**Cells by drive strength**

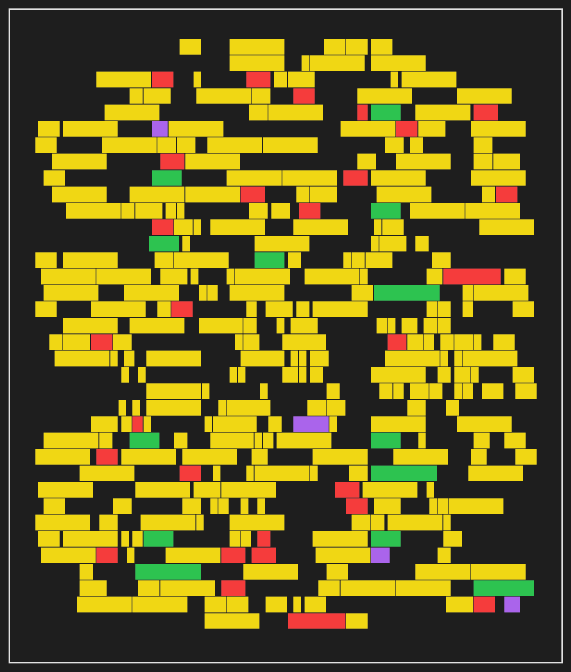
**Routed metal per tile**

18 x 22 tiles, from dark blue (low) to red (high), scaled to the fullest tile. Values are wire area over tile area, all layers added.
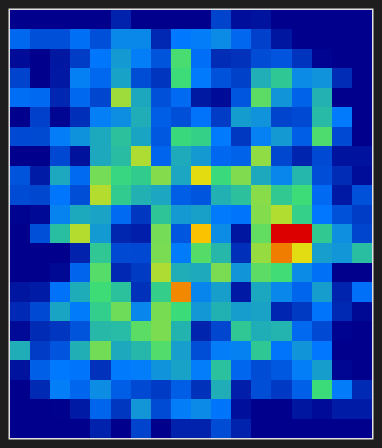
**Register map, names as in the netlist**

The bar under the picture is 20 microns long. Other sequential cells in the stronger grey, the rest of the logic in the fainter grey.
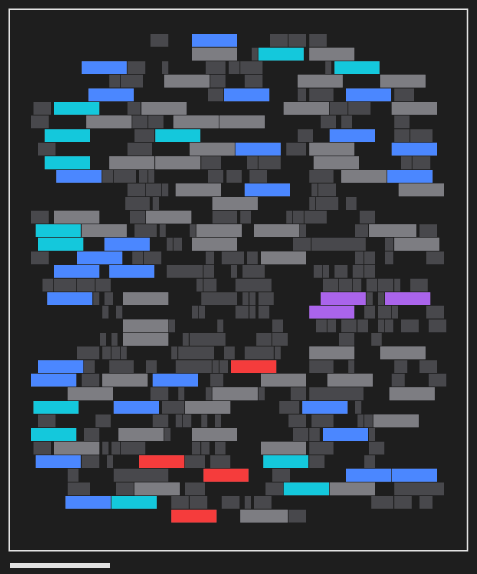
**Placed standard cells**

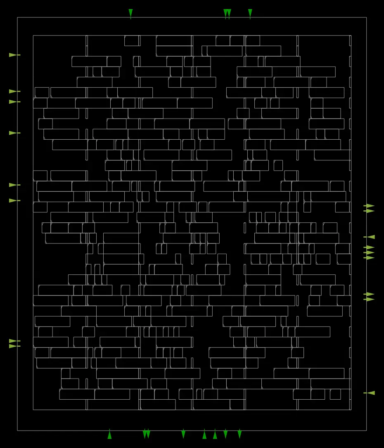
**Clock distribution**

The bar under the picture is 20 microns long.
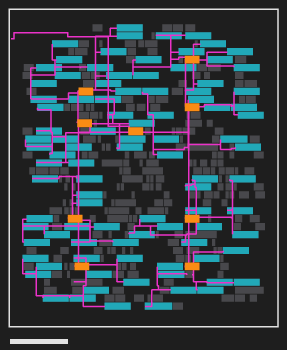
$ cat config.mk
export PLATFORM = sky130hd
export DESIGN_NAME = mw_control
export DESIGN_NICKNAME = d
export VERILOG_FILES = /design/src/rtl/mw_pkg.sv /design/src/rtl/btn_debounce.sv /design/src/rtl/mw_control.sv
export SDC_FILE = /design/constraint.sdc
export NUM_CORES = 1
export LEC_CHECK = 0
export ABC_AREA = 0
export CAP_MARGIN = 10
export CORE_ASPECT_RATIO = 1.2
export CORE_MARGIN = 4
export CORE_UTILIZATION = 45
export CTS_BUF_LIST = sky130_fd_sc_hd__clkbuf_4 sky130_fd_sc_hd__clkbuf_8 sky130_fd_sc_hd__clkbuf_16
export CTS_CLUSTER_DIAMETER = 120
export DETAILED_ROUTE_END_ITERATION = 16
export GPL_ROUTABILITY_DRIVEN = 1
export GPL_TIMING_DRIVEN = 0
export PLACE_DENSITY_LB_ADDON = 0.05
export SKIP_LAST_GASP = 1
export SYNTH_ARGS = -nofsm -noshare
export SYNTH_HDL_FRONTEND = slang
export SYNTH_HIERARCHICAL = 1
export SYNTH_SLANG_ARGS = --single-unit
export TNS_END_PERCENT = 1
$ cat constraint.sdc
create_clock -name clk -period 5.8 [get_ports clk]
set_input_delay 1.16 -clock clk [delete_from_list [all_inputs] [get_ports clk]]
set_output_delay 1.16 -clock clk [all_outputs]
set_load 0.01 [all_outputs]
$ cat src/rtl/mw_pkg.sv
// Shared constants, state encoding and key decode helper for the microwave front panel.
// No timing of its own; consumed by mw_control and btn_debounce.
// No flow control: pure declarations.
package mw_pkg;

  localparam int DIGIT_W              = 4;
  localparam int NUM_KEYS             = 10;
  localparam int BTN_W                = NUM_KEYS + 3;
  localparam int START_IDX            = NUM_KEYS;
  localparam int STOP_IDX             = NUM_KEYS + 1;
  localparam int CLEAR_IDX            = NUM_KEYS + 2;
  localparam int DEBOUNCE_CYCLES_DEF  = 4;
  localparam int BEEP_CYCLES_DEF      = 8;

  // Debounced vector bits that belong to the digit keys.
  localparam logic [BTN_W-1:0] KEY_MASK = {{(BTN_W-NUM_KEYS){1'b0}}, {NUM_KEYS{1'b1}}};

  typedef enum logic [2:0] {
    ST_IDLE   = 3'd0,
    ST_SET    = 3'd1,
    ST_COOK   = 3'd2,
    ST_PAUSED = 3'd3,
    ST_DONE   = 3'd4
  } state_t;

  // Index of the (single) set key bit; only meaningful when the key field is one-hot.
  function automatic logic [DIGIT_W-1:0] key_to_digit(input logic [BTN_W-1:0] k);
    logic [DIGIT_W-1:0] d;
    d = '0;
    for (int i = 0; i < NUM_KEYS; i++) begin
      if (k[i]) d = DIGIT_W'(i);
    end
    return d;
  endfunction

endpackage

$ cat src/rtl/btn_debounce.sv
// Synchroniser, debouncer and press-edge detector for a vector of active-high pressed levels.
// Latency: press pulse and new level appear 2+DEBOUNCE_CYCLES edges after the raw change.
// No backpressure: press is a one-cycle pulse that must be consumed when it appears.
module btn_debounce #(
  parameter int WIDTH           = 13,
  parameter int DEBOUNCE_CYCLES = 4
) (
  input  logic             clk,
  input  logic             clrn,
  input  logic [WIDTH-1:0] raw,
  output logic [WIDTH-1:0] level,
  output logic [WIDTH-1:0] press
);

  localparam int CW = $clog2(DEBOUNCE_CYCLES);
  localparam logic [CW-1:0] LAST = CW'(DEBOUNCE_CYCLES - 1);

  logic [WIDTH-1:0] sync1;
  logic [WIDTH-1:0] sync2;
  logic [CW-1:0]    cnt [WIDTH];

  // Two-flop synchroniser; released level is 0.
  always_ff @(posedge clk or negedge clrn) begin
    if (!clrn) begin
      sync1 <= '0;
      sync2 <= '0;
    end else begin
      sync1 <= raw;
      sync2 <= sync1;
    end
  end

  // Per-bit run counter: level flips after DEBOUNCE_CYCLES consecutive differing samples.
  always_ff @(posedge clk or negedge clrn) begin
    if (!clrn) begin
      level <= '0;
      press <= '0;
      for (int i = 0; i < WIDTH; i++) cnt[i] <= '0;
    end else begin
      for (int i = 0; i < WIDTH; i++) begin
        press[i] <= 1'b0;
        if (sync2[i] == level[i]) begin
          cnt[i] <= '0;
        end else if (cnt[i] == LAST) begin
          level[i] <= sync2[i];
          press[i] <= sync2[i];
          cnt[i]   <= '0;
        end else begin
          cnt[i] <= cnt[i] + CW'(1);
        end
      end
    end
  end

endmodule

$ cat src/rtl/mw_control.sv
// Microwave front-panel control: debounced inputs drive the cook FSM and timer strobes.
// Latency: button/key to output is 3+DEBOUNCE_CYCLES edges; door-open to mag_on drop is 3 edges.
// No backpressure: the timer must accept loadn/tclrn strobes in the cycle they are issued.
module mw_control #(
  parameter int DEBOUNCE_CYCLES = mw_pkg::DEBOUNCE_CYCLES_DEF,
  parameter int BEEP_CYCLES     = mw_pkg::BEEP_CYCLES_DEF
) (
  input  logic                       clk,
  input  logic                       clrn,
  input  logic [mw_pkg::NUM_KEYS-1:0] keys,
  input  logic                       startn,
  input  logic                       stopn,
  input  logic                       clearn,
  input  logic                       door_closed,
  input  logic                       zero,
  output logic [mw_pkg::DIGIT_W-1:0] data,
  output logic                       loadn,
  output logic                       tclrn,
  output logic                       en,
  output logic                       mag_on,
  output logic                       beep,
  output logic [2:0]                 state_o
);

  import mw_pkg::*;

  localparam int BW = (BEEP_CYCLES > 1) ? $clog2(BEEP_CYCLES) : 1;
  localparam logic [BW-1:0] BEEP_LAST = BW'(BEEP_CYCLES - 1);

  logic [BTN_W-1:0] raw;
  logic [BTN_W-1:0] dbn_lvl;
  logic [BTN_W-1:0] dbn_press;
  logic [BTN_W-1:0] key_lvl;
  logic             door_s1;
  logic             door_s2;
  logic             digit_evt;
  logic             start_ok;
  logic             any_evt;
  logic [DIGIT_W-1:0] digit;
  logic [BW-1:0]    beep_cnt;
  state_t           state;

  // Buttons are active-low at the pins; the debouncer works on pressed=1.
  assign raw = {~clearn, ~stopn, ~startn, keys};

  btn_debounce #(
    .WIDTH           (BTN_W),
    .DEBOUNCE_CYCLES (DEBOUNCE_CYCLES)
  ) u_dbn (
    .clk   (clk),
    .clrn  (clrn),
    .raw   (raw),
    .level (dbn_lvl),
    .press (dbn_press)
  );

  // Door switch only needs synchronising; reset level is "open".
  always_ff @(posedge clk or negedge clrn) begin
    if (!clrn) begin
      door_s1 <= 1'b0;
      door_s2 <= 1'b0;
    end else begin
      door_s1 <= door_closed;
      door_s2 <= door_s1;
    end
  end

  // A key press counts only while exactly one key is held down.
  assign key_lvl   = dbn_lvl & KEY_MASK;
  assign digit_evt = (|(dbn_press & KEY_MASK)) && $onehot(key_lvl);
  assign digit     = key_to_digit(key_lvl);
  assign start_ok  = dbn_press[START_IDX] && door_s2 && !zero;
  assign any_evt   = |dbn_press;
  assign state_o   = state;

  // Cook FSM with registered strobes and state-decoded enables.
  always_ff @(posedge clk or negedge clrn) begin
    if (!clrn) begin
      state    <= ST_IDLE;
      data     <= '0;
      loadn    <= 1'b1;
      tclrn    <= 1'b1;
      en       <= 1'b0;
      mag_on   <= 1'b0;
      beep     <= 1'b0;
      beep_cnt <= '0;
    end else begin
      loadn <= 1'b1;
      tclrn <= 1'b1;
      case (state)
        ST_IDLE: begin
          if (dbn_press[CLEAR_IDX]) begin
            tclrn <= 1'b0;
          end else if (digit_evt) begin
            data  <= digit;
            loadn <= 1'b0;
            state <= ST_SET;
          end
        end
        ST_SET: begin
          if (dbn_press[CLEAR_IDX]) begin
            tclrn <= 1'b0;
            state <= ST_IDLE;
          end else if (start_ok) begin
            state  <= ST_COOK;
            en     <= 1'b1;
            mag_on <= 1'b1;
          end else if (digit_evt) begin
            data  <= digit;
            loadn <= 1'b0;
          end
        end
        ST_COOK: begin
          if (dbn_press[CLEAR_IDX] || dbn_press[STOP_IDX] || !door_s2) begin
            state  <= ST_PAUSED;
            en     <= 1'b0;
            mag_on <= 1'b0;
          end else if (zero) begin
            state    <= ST_DONE;
            en       <= 1'b0;
            mag_on   <= 1'b0;
            beep     <= 1'b1;
            beep_cnt <= '0;
          end
        end
        ST_PAUSED: begin
          if (dbn_press[CLEAR_IDX] || dbn_press[STOP_IDX]) begin
            tclrn <= 1'b0;
            state <= ST_IDLE;
          end else if (start_ok) begin
            state  <= ST_COOK;
            en     <= 1'b1;
            mag_on <= 1'b1;
          end
        end
        ST_DONE: begin
          // Any press just silences the beeper; it is not acted on further.
          if (any_evt || beep_cnt == BEEP_LAST) begin
            beep  <= 1'b0;
            state <= ST_IDLE;
          end else begin
            beep_cnt <= beep_cnt + BW'(1);
          end
        end
        default: begin
          state  <= ST_IDLE;
          en     <= 1'b0;
          mag_on <= 1'b0;
          beep   <= 1'b0;
        end
      endcase
    end
  end

endmodule

==> flow_metrics.env <==
# flow metrics
export IMPL_min_path_type="flip-flop to flip-flop"
export IMPL_syn_to_final_growth_pct=18.3
export IMPL_crit_slowest_cell="fa_1"
export IMPL_reg2regPathDepth=12
export IMPL_place_congestion=0.816
export IMPL_pg_comb_mw=0.859
export IMPL_dpl_worst_slack_ns=2.01
export IMPL_ctsResizeCount=0
export IMPL_syn_inst=279
export IMPL_clock_fmax_mhz=267
export IMPL_cts_root_buf="clkbuf_8"
export IMPL_placed_cell_area_sq_mm=0.00421
export IMPL_min_from="u_dbn/sync1[8]"
export IMPL_dominant_cells="registers"
export IMPL_drc=0
export IMPL_syn_avg_cell_area_sq_um=13.5
export IMPL_synth_warnings=6
export IMPL_portBuffers=28
export IMPL_first_iter_violations=48
export IMPL_critical_path_buf_inv_count=3
export IMPL_overflow=0
export IMPL_outcome="finished, final reports clean"
export IMPL_comb_cell_share=0.286
export IMPL_warning_count=26
export IMPL_worst_setup_path_end_kind="flip-flop"
export IMPL_syn_area_sq_mm=0.00376
export IMPL_reg2reg_slack_ns=2.06
export IMPL_antenna_found_initial=0
export IMPL_cts_sinks=95
export IMPL_mux_share=0.0323
export IMPL_total_power_mw=2.32
export IMPL_pwr_share_seq=0.412
export IMPL_yosysCellCount=279
export IMPL_synth_area_top_cells="dfrtp_1, ha_1, nor3_2"
export IMPL_startpoint="u_dbn/level[0]"
export IMPL_internal_power_mw=1.55
export IMPL_worstSetupPathDepth=12
export IMPL_ys_ff=95
-- 'cells by drive strength' (at the start) --
colour	size	cells	share
red	drive 2	28	8.6%
yellow	drive 1 or less	279	86%
green	drive 6 and up	13	4.0%
purple	drive 3 to 4	4	1.2%
fin area: 0.00445 sq mm
non-clock buffer count in the final layout: 29
setup ws final: 2.06 ns

-- 'routed metal per tile' (at the start) --
mean over tiles	0.086
fullest tile	0.37
tiles over half the peak	10%
via count: 2,057
gr usage total: 0.128
DR WL/cell: 12.4 microns
Routed WL: 5410 microns

-- 'register map, names as in the netlist' (at the start) --
colour	signal	flops
purple	state_o	3
red	data	4
cyan	u_dbn/sync1	13
blue	u_dbn/cnt	26
seq pwr: 0.956 mW
fin util: 0.545
Register Area: 0.00238 sq mm

-- 'placed standard cells' (at the start) --
Fill cells: 714
tap cells: 114
fin cells: 438
num rows: 36
core footprint: 0.00815 sq mm

-- 'clock distribution' (at the start) --
[cyan] flip-flops | count: 95
[orange] cells driving clock nets | count: 9
[magenta] clock wires | length: 1,050 microns
flops lie	widely spread
routed clock nets	10
clock group share of total power: 0.218
clock skew: 0.00794 ns
clock network power: 0.506 mW
worst-skew pair later-pin latency: 0.35 ns

No activity file was given, so power comes from the tool's default toggle rates.
